Design mpu6050_init_seq, sky130hd; sources not shown.
m2.png
Bar = 20 um.
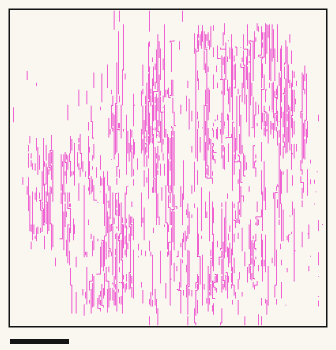
main direction: vertical
wire length on this layer: 5,020 um
wire length reported by the detailed router: 10,400 um
total via count after detailed routing: 3,847

floorplan.png
Bar = 20 um. Pins as bars on the die edge.
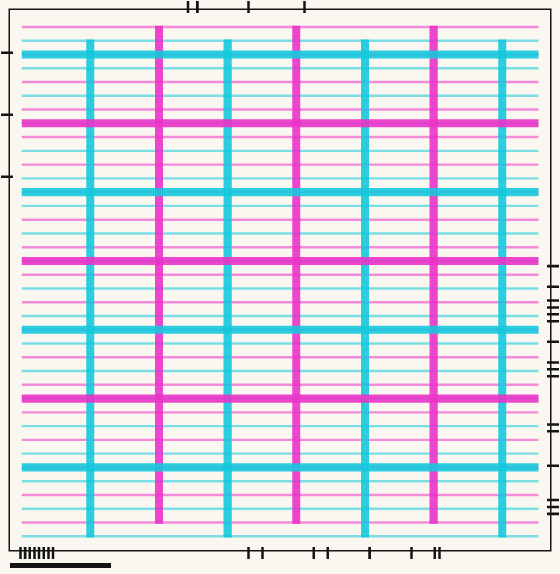
| net | colour |
|---|---|
| VSS | cyan |
| VDD | magenta |
met1 rails: 38
met5 straps: 7
signal pins: 39
met4 straps: 7
rows: 37
vertical die size: 107 um
area of the placeable core: 0.0103 sq mm
highest ir drop seen on vdd: 0.435 mV
Die W: 107 um

m3.png
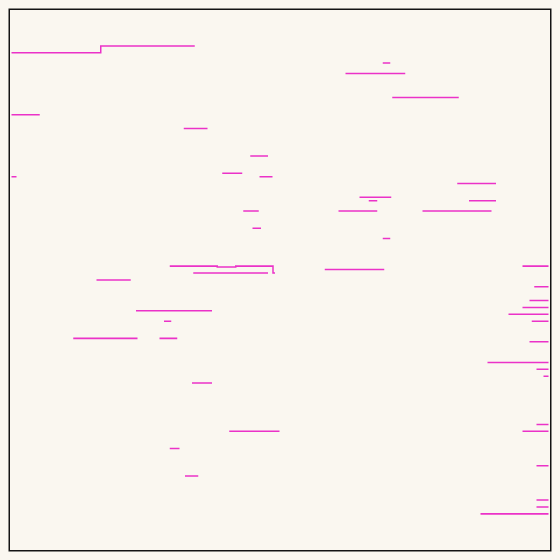
main direction: horizontal
share of all routed wire: 2.9%
nets with wire on the layer: 38
wire length on this layer: 302 um
longest straight run: 18.4 um
global routing usage on met3: 2.98%

layers.png
Bar = 20 um. Only two layers are drawn.
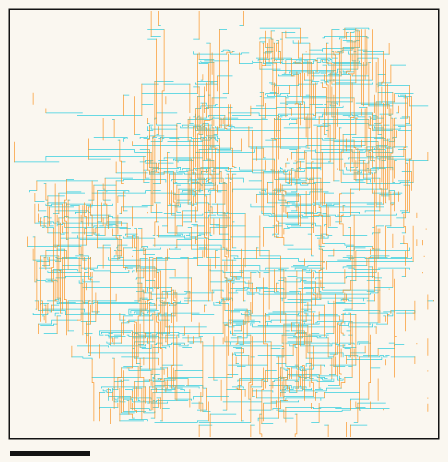
| layer | colour | wire length |
|---|---|---|
| M1 | cyan | 4,950 um |
| M2 | orange | 5,020 um |
total routing resource utilization after global routing: 19.1%
routed len/inst: 15.1 um

clock_nets.png
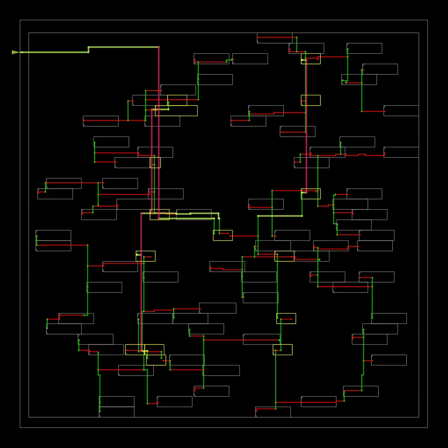
Inserted Clock Buffers: 9
setup clock skew after layout: 0.0131 ns

==> writeup.txt <==
The flow ran to the end, but the final reports show violations. The final reports fail on setup timing. The register with the most flip-flops in the layout has 23 of them. The wire length of the first global-routing pass is 17,500 um, and the final hold violation count is 0. In this run the top signal layer used is met4. In the synthesized netlist, the number of instances is 473.

The number of antenna violations at the first check in global routing was 0; the area fraction in mux cells was 4.39%. For reference, the top logic cell family by area is simple AND/OR/NAND/NOR gates. Sequential cells make up 34.1% of the cell area. Per the OpenROAD timing report, the critical path contains 6 cells. The tools report the standby leakage power as 0.00241 uW. The share of the core area taken by cells at floorplan is 41.1%. For the count of instantiated cells in the yosys netlist, the log shows 473. The count of endpoints failing setup in the final report was 2; the transition at the pin with the smallest max-transition slack was 0.662 ns. The filler cell count in the final layout is 920. In the routed design, unresolved DRC markers number 0. Per the placement log, port buffering inserted 26 buffers.

Of the total power, the share spent switching nets is 36.8%. The worst register-to-register path has a setup slack of -0.001 ns. Final critical-path required period: 2.18 ns. The remaining antenna violation count after routing is 0. The main flop type after synthesis is sky130_fd_sc_hd__dfrtp_1. The clock-pin slew on the worst setup and hold paths was 0.08 ns. The logs give 53.7% for the final cell utilization of the core and 60 for the count of unique library cells instantiated by Yosys. The synthesized netlist devotes 17.0% of its cell area to compound gates. The amount of wire on met2 after detailed routing was 5020 um. The critical path goes through or4_1 -> or4_4 -> o21a_4 -> buf_8 -> a31o_1 -> a21oi_2. The maximum fanout along the worst path is 7. Counting the warning lines in the Yosys log gives 0.

In the per-layer breakdown of the detailed-route log, met1 shows 4950 um. The most common logic cells in the final layout are sky130_fd_sc_hd__dfrtp_1, sky130_fd_sc_hd__buf_4, sky130_fd_sc_hd__nand2_1. At the end of routability-driven placement, the weighted congestion stood at 0.853. The run gives 15.3% for the fraction of area in non-clock buffers.

met1 track demand over resource after global routing is 25.3%. The detailed placer reported the number of placed instances as 662. Hold is met by 0.0972 ns. On the critical path the largest part of the delay comes from simple AND/OR/NAND/NOR gates. Sorting the Yosys area breakdown by cell type puts at the top sky130_fd_sc_hd__dfrtp_1.

From synthesis to final layout, the design area changed by 30.8%. The fraction of registers with async set or reset after synthesis came out at 100%. Once the clock tree was built, the resizer swapped 28 gates to a different size. The synthesized netlist devotes 25.8% of its cell area to simple gates.

Checking hold timing, the worst path is listed with class primary input to asynchronous set/reset pin. TritonCTS reports the number of clock sinks as 75. The number of buffers on the longest clock path is 2. The power per cell area was 1050 mW/mm^2. Looking at the global route congestion table, the highest-usage layer is met2. With the share of the cycle needed by the critical path after routing at 100%, the combinational logic power is 2790 uW. Logged for this run, the post-placement worst setup slack is -0.0150 ns. Number of flip-flops and latches: 75. The fraction of standard cell area in multi-input logic is 42.6%. The most repeated cell in the gate-level netlist after synthesis was sky130_fd_sc_hd__dfrtp_1. The post-synth count of flops with an enable pin is 0. Looking at the clock tree report, the H-tree level count equals 3. Once placement finished, the instance area stood at 0.00494 sq mm.

Max-slew check failures listed in the final report amount to 0. The worst reg2reg path depth works out to 6. The tally of non-filler cells in the final layout is 690.

In the final design database the tool counted 569 nets. STA puts the critical path data arrival time at 2.47 ns. The number of global-route vias before repair is 3,651.

For this run, the top clock speed supported by timing is 458 MHz. The run gives 136 for the number of tap instances. STA classifies the critical path endpoint as a flip-flop.

The most frequent logic cell in the layout is sky130_fd_sc_hd__dfrtp_1. The area share of fa/ha/maj cells after synthesis works out to 2.08%. The clock network power reported by the tool is 1180 uW.

With the number of buffers other than clock buffers in the final layout at 92, the sequential group power is 1830 uW. The final instance area was 0.00552 sq mm; the post-synthesis instance area was 0.00422 sq mm. The power report puts the net switching power at 2130 uW. The run gives 44.5% for the share of the synthesized area in the top cell type. The layout summary lists the proportion of cells stronger than drive strength 1 as 22.7%.

The count of multi-input gates was 357; the total number of warnings across the stage logs was 40. The cell at the root of the clock tree is sky130_fd_sc_hd__clkbuf_8. The total of flip-flops plus latches after synthesis was 75; the xor/xnor cell area share of the yosys netlist was 1.25%. The floorplan report gives the top-level pin count as 39. With the maximum single-stage delay on the critical path at 0.52 ns, the post-synthesis area per instance is 8.92 sq um. The tools report the global routing met2 resource utilization as 31.4%.

The skew report gives the latency at the later pin of the worst-skew pair as 0.36 ns. The logs give 55.5% for the max-slew headroom at the worst pin and -0.00134 ns for the setup TNS. The run gives 5790 uW for the overall power. Sequential-to-total area share from yosys stat: 44.5%. The largest part of the power goes to combinational cells. The logs give 181 for the number of DRC markers in iteration 0 and 48.1% for the portion of total power attributed to combinational logic.

The worst path buffer plus inverter count is 1, and the number of buffers inserted to repair setup after CTS is 3. The run gives 31.5% as the share of power burned in registers. The cell class with the largest area share was combinational gates. The total overflow reported by the global router was 0.

The required time of the critical path was 2.47 ns; the number of maximum-capacitance constraint violations was 0. The run gives 7000 um as the total half-perimeter wirelength after legalization and detailed placement. The run gives -0.00121 ns for the worst setup slack after layout. The layout report lists the combined flip-flop and latch area as 0.00188 sq mm. Synthesized chip area reported by yosys: 0.00422 sq mm.

Leaving out the clock tree, the finished layout contains an inverter count of 15. In the final layout, clock buffers and inverters account for 3.92% of the cell area. The routed design uses 301 um of met3 wire.

The row count is 37. Cell internal power was estimated by the tool at 3660 uW. Multi-input combinational cell area: 0.00235 sq mm. The logs give 35 for the pin count of the biggest net entering global routing and 0.0114 sq mm for the floorplan die area.

The average via count per standard cell is 5.58, and the count of hold-fix buffers inserted at cts is 0. The clock network is responsible for 20.4% of the overall power. TritonCTS built the clock tree. The number of clock buffer instances in the layout came out at 14. The commonest cells after synthesis are sky130_fd_sc_hd__dfrtp_1, sky130_fd_sc_hd__nand2_1, sky130_fd_sc_hd__nor2_1.
Power is estimated from default activity; no workload was simulated.
